Fig. 1: run 1, signal wires by layer
Two of the layers only.
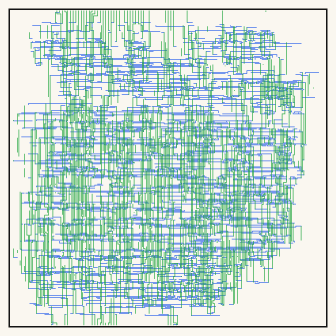
Fig. 2: run 1, clock nets
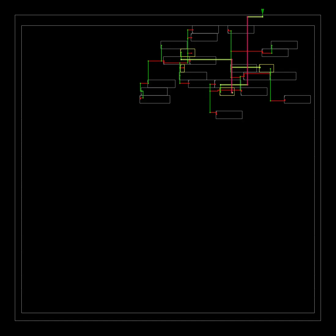
Fig. 3: run 1, wires at chosen ports, followed through buffers
The bar under the picture is 20 µm long.
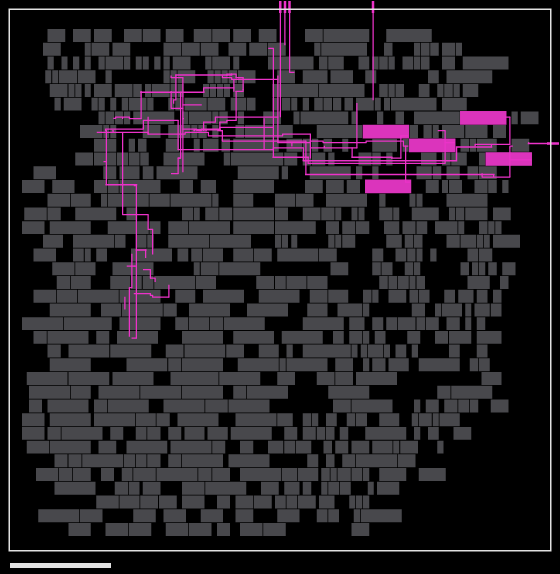
`config.mk`:
```
export PLATFORM = sky130hd
export DESIGN_NAME = rr_grant_ctrl32
export DESIGN_NICKNAME = d
export VERILOG_FILES = /design/src/rtl/rr_grant_ctrl32_pkg.sv /design/src/rtl/rr_grant_ctrl32_idx_decoder32.sv /design/src/rtl/rr_grant_ctrl32.sv
export SDC_FILE = /design/constraint.sdc
export NUM_CORES = 1
export LEC_CHECK = 0
export CAP_MARGIN = 10
export CORE_MARGIN = 2
export CORE_UTILIZATION = 51
export CTS_CLUSTER_SIZE = 14
export DETAILED_ROUTE_END_ITERATION = 7
export HOLD_SLACK_MARGIN = 0.06
export PLACE_DENSITY = 0.72
export SETUP_SLACK_MARGIN = 0.3
export SYNTH_ARGS = -nofsm -noshare
export SYNTH_HDL_FRONTEND = slang
export SYNTH_SLANG_ARGS = --single-unit
```
`constraint.sdc`:
```
create_clock -name clk -period 5.7 [get_ports clk]
set_clock_uncertainty 0.15 [all_clocks]
set_input_delay 1.14 -clock clk [delete_from_list [all_inputs] [get_ports clk]]
set_output_delay 1.14 -clock clk [all_outputs]
set_load 0.01 [all_outputs]
```
`src/rtl/rr_grant_ctrl32_pkg.sv`:
```
// Shared constants and types for the 32-way round-robin grant controller.
// Sizing, state encoding and the hold-counter terminal compare live here.
package rr_grant_ctrl32_pkg;

   localparam int N_REQ = 32;
   localparam int IDX_W = 5;

   typedef enum logic {
      ST_IDLE = 1'b0,
      ST_BUSY = 1'b1
   } state_t;

   // True on the last cycle an owner may keep the grant (terminal count).
   function automatic logic hold_expired(input logic [7:0] hold_cnt, input int max_hold);
      return (int'(hold_cnt) == (max_hold - 1));
   endfunction

endpackage

```
`src/rtl/rr_grant_ctrl32_idx_decoder32.sv`:
```
// Combinational 5-to-32 one-hot line decoder with enable.
// Also used as the line-select decoder in the datapath.
module idx_decoder32
   import rr_grant_ctrl32_pkg::*;
(
   input  logic             enable,
   input  logic [IDX_W-1:0] idx,
   output logic [N_REQ-1:0] onehot
);

   localparam logic [N_REQ-1:0] LSB_ONE = {{(N_REQ-1){1'b0}}, 1'b1};

   always_comb begin
      onehot = '0;
      if (enable)
         onehot = LSB_ONE << idx;
   end

endmodule

```
`src/rtl/rr_grant_ctrl32.sv`:
```
// Round-robin arbiter for 32 requesters with release handshake, hold-time
// watchdog and a mandatory one-cycle idle gap between owners.
//
// state   | meaning
// --------+-----------------------------------------------------------
// ST_IDLE | no owner; pick next winner searching from ptr upward
// ST_BUSY | gnt_idx owns the resource; hold_cnt counts owned cycles
module rr_grant_ctrl32
   import rr_grant_ctrl32_pkg::*;
#(
   parameter int MAX_HOLD = 16,
   parameter int CNT_W    = 8
) (
   input  logic             clk,
   input  logic             rst,
   input  logic [N_REQ-1:0] req,
   input  logic             release_req,
   output logic             gnt_valid,
   output logic [IDX_W-1:0] gnt_idx,
   output logic [N_REQ-1:0] gnt_onehot,
   output logic             timeout
);

   localparam logic [CNT_W-1:0] HOLD_LAST = CNT_W'(MAX_HOLD - 1);

   state_t           state, state_n;
   logic [IDX_W-1:0] ptr, ptr_n;
   logic [IDX_W-1:0] idx_n;
   logic [CNT_W-1:0] hold_cnt, hold_cnt_n;
   logic             timeout_n;

   logic [2*N_REQ-1:0] req_dbl;
   logic [N_REQ-1:0]   req_rot;
   logic [IDX_W-1:0]   first_off;
   logic [IDX_W-1:0]   winner;
   logic               owner_req;
   logic               grant_end;

   // Rotate so that bit 0 corresponds to ptr, take the lowest set bit,
   // then map the offset back to an absolute index (mod 32 by width).
   always_comb begin
      req_dbl   = {req, req} >> ptr;
      req_rot   = req_dbl[N_REQ-1:0];
      first_off = '0;
      for (int i = N_REQ - 1; i >= 0; i--) begin
         if (req_rot[i])
            first_off = IDX_W'(i);
      end
      winner = first_off + ptr;
   end

   assign owner_req = req[gnt_idx];

   always_ff @(posedge clk or posedge rst) begin
      if (rst) begin
         state    <= ST_IDLE;
         ptr      <= '0;
         hold_cnt <= '0;
         gnt_idx  <= '0;
         timeout  <= 1'b0;
      end else begin
         state    <= state_n;
         ptr      <= ptr_n;
         hold_cnt <= hold_cnt_n;
         gnt_idx  <= idx_n;
         timeout  <= timeout_n;
      end
   end

   always_comb begin
      state_n    = state;
      ptr_n      = ptr;
      hold_cnt_n = hold_cnt;
      idx_n      = gnt_idx;
      timeout_n  = 1'b0;
      grant_end  = 1'b0;
      case (state)
         ST_IDLE: begin
            if (|req) begin
               state_n    = ST_BUSY;
               idx_n      = winner;
               hold_cnt_n = '0;
            end
         end
         ST_BUSY: begin
            hold_cnt_n = hold_cnt + CNT_W'(1);
            // A voluntary end wins over the watchdog when both hit together.
            if (release_req || !owner_req) begin
               grant_end = 1'b1;
            end else if (hold_cnt == HOLD_LAST) begin
               grant_end = 1'b1;
               timeout_n = 1'b1;
            end
            if (grant_end) begin
               state_n    = ST_IDLE;
               idx_n      = '0;
               ptr_n      = gnt_idx + IDX_W'(1);
               hold_cnt_n = '0;
            end
         end
         default: begin
            state_n = ST_IDLE;
            idx_n   = '0;
         end
      endcase
   end

   assign gnt_valid = (state == ST_BUSY);

   idx_decoder32 u_dec (
      .enable (gnt_valid),
      .idx    (gnt_idx),
      .onehot (gnt_onehot)
   );

endmodule

```
==> impl_metrics.toml, run 1 <==
# synthesis and place-and-route metrics
[final_timing]
fin_crit_sh_pct = 93.7
final.setup.tns_ns = 0
worst_slack_ns = 0.359
period_minus_slack_ns = 5.34
holdWs_ns = 0.345
rsz0062_at_grt = "no"

[route]
wl_met1_mm = 7.05
wl_met3_mm = 2.45
met2_length_mm = 8.61
drc = 0
drt-pass1-iter-count = 7
ant_nets = 0
avgViaCountPerCell = 7.27

[cells_and_area]
post-route-util_pct = 63.8
mostFrequentLayoutCell = "mux4_2"
finish.instance_area_um2 = 6590
regMostFlops = "hold_cnt"
clk_share_pct = 0.684
antennaDiodeCount = 0
final_cell_mix = "mux4_2 (87), nand2_1 (61), nor2_1 (61)"
syn_to_final_growth_pct = 21.5
fin_nets = 686
inv_count = 17
seq_area_um2 = 507

[clock_tree]
cts-resized-gates = 2
clock_path_buffers = 2
htreeDepth = 1
cts_tree = "built"

[setup_path]
path_class = "in -> reg"
path_depth = 20
cp.required_ns = 5.70
cp_top_family = "multiplexers"
r2r-start = "ptr[3]"
crit_path_start = "req[1]"
r2r_cells = 16
endpoint = "gnt_idx[4]"

[synthesis]
synth_cells = 564
ys_cells = 564
synthTopCellsByArea = "mux4_2 (35%), dfrtp_1 (9.2%), mux2i_1 (5.9%)"
ys_ff = 20
xor_area_share_pct = 0.808
top_area_cell = "mux4_2"

[place]
placed_cell_area_um2 = 6410
place_hpwl_mm = 14.9

[floorplanning]
dieArea_um2 = 11500

[pwr]
cellPowerDensity_nw_per_um2 = 494

[global_route]
antenna_found_initial = 0
use_met3_pct = 10.3
overflow = 0
grt.busiest_layer = "met2"

[outcome]
status = "complete, no violations"

[hold_path]
worstHoldPathType = "reg -> reg"
## Picture notes: Fig. 1
green -> M2  # wire length 8610 µm
blue -> M1  # wire length 7050 µm
WL final: 19.0 mm
via count: 5628
WL per Instance: 24.5 µm
Total GRT Usage: 33.5%

## Picture notes: Fig. 2
CTS sink count: 20
Seq cells: 20
Insertion Delay late pin: 0.26 ns
CLK BUF: 4

## Picture notes: Fig. 3
magenta -> gnt_idx  # bits 5, direction output, edge 4 top, 1 right, end cells 5, buffers 5, wire 751 µm
Port Buffers: 73
I/O pin total: 74

-- run 1: how the worst min path moves through the flow --
stage	slack (ns)	end	cells past startpoint
2_1_floorplan	0.30	hold_cnt[7]	1
3_3_place_gp	0.33	hold_cnt[7]	1
3_5_place_dp	0.34	hold_cnt[7]	1
4_1_cts	0.35	hold_cnt[7]	1
5_1_grt	0.36	hold_cnt[7]	1
6_report	0.34	hold_cnt[7]	1
-- run 1: power by group --
| part | internal [mW] | switching (mW) | leakage (nW) |
|---|---|---|---|
| clock | 0.0498 | 0.0460 | 0.0228 |
| sequential | 0.174 | 0.240 | 0.264 |
| combinational | 1.33 | 1.41 | 2.32 |
==> inputs of run 2 (changes only) <==
- HOLD_SLACK_MARGIN: 0.06 -> not set
Fig. 4: run 2, zoomed window
Region (7, 60) to (47, 100) µm. Cells in grey, sequential cells in the stronger grey; small squares are vias.
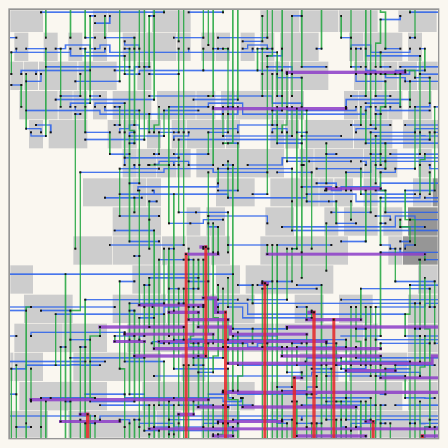
blue -> M1
green -> M2
purple -> M3
red -> M4
cells with their middle in the window = 135
sequential cells in the window = 0
most frequent = nor2_1 (34), clkdlybuf4s50_1 (23), nand2_1 (16)

Fig. 5: run 2, signal wires by layer
Two of the layers only.
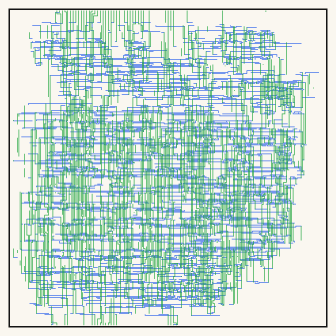
green -> M2  # wire length 8610 µm
blue -> M1  # wire length 7050 µm

Fig. 6: run 2, clock nets
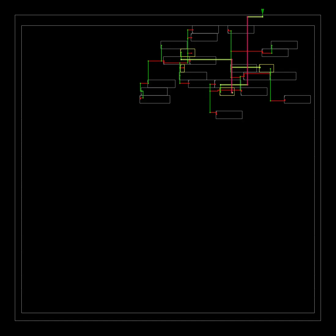
CTS Buf Count: 3
clock-net power: 0.0958 mW

==> run 2 against run 1 <==
Compared with the run above: utilization is the same; highest routed layer unchanged; total power unchanged; synthesized area unchanged; sequential power about the same; count of clock-buffer cells in the layout is the same.
==> impl_metrics.toml, run 2 <==
# synthesis and place-and-route metrics
[pwr]
swShare_pct = 52.1
share_seq_of_total_power_pct = 12.7
internal_power_mw = 1.56
p_seq_mw = 0.414
p_comb_mw = 2.74

[route]
avgViaCountPerCell = 7.27
wl_met3_mm = 2.45
ant_nets = 0
drt-pass1-iter-count = 7
wl_met1_mm = 7.05
routed_wl_mm = 19.0
met2_length_mm = 8.61

[final_timing]
holdWs_ns = 0.345
worst_slack_ns = 0.359
rsz0062_at_grt = "no"

[cells_and_area]
post-route-util_pct = 63.8
clk_share_pct = 0.684
regMostFlops = "hold_cnt"
seq_cell_count = 20
fin_nets = 686
mostFrequentLayoutCell = "mux4_2"

[clock_tree]
clock_sinks = 20
clock_latency_ns = 0.26

[synthesis]
top_area_cell = "mux4_2"
ys_ff = 20
synthTopCellsByArea = "mux4_2 (35%), dfrtp_1 (9.2%), mux2i_1 (5.9%)"
xor_area_share_pct = 0.808
ys_cells = 564

[place]
placed_cell_area_um2 = 6410
port_buffers = 73

[global_route]
overflow = 0
grt.busiest_layer = "met2"
track_usage_pct = 33.5

[hold_path]
worstHoldPathType = "reg -> reg"
min_to = "hold_cnt[7]"

[floorplanning]
io_pins = 74
dieArea_um2 = 11500

[setup_path]
crit_path_start = "req[1]"
endpoint = "gnt_idx[4]"
cp.required_ns = 5.70

[outcome]
status = "complete, no violations"
[run 2: what timing repair did]
action | 4_1_cts | 5_1_grt
hold buffers | 0 | 0
pin swaps | 0 | 7
endpoints found under the setup margin | 1 | 1
resized | 2 | 42
buffers inserted | 0 | 3
[run 2: worst max-delay path: stages]
cell	delay (ns)
clkdlybuf4s50_1	0.53
mux4_2	0.59
mux4_2	0.51
mux2_4	0.31
buf_4	0.14
nor2_1	0.10
nand2_1	0.07
nor4_1	0.27
o21ai_1	0.10
and3_1	0.17
ha_2	0.18
inv_2	0.06
fa_2	0.19
inv_1	0.04
a21o_1	0.15
a21oi_2	0.14
xnor2_1	0.16
nor2_1	0.06
o2111a_1	0.18
a221o_1	0.25
Power and IR drop assume default switching activity.
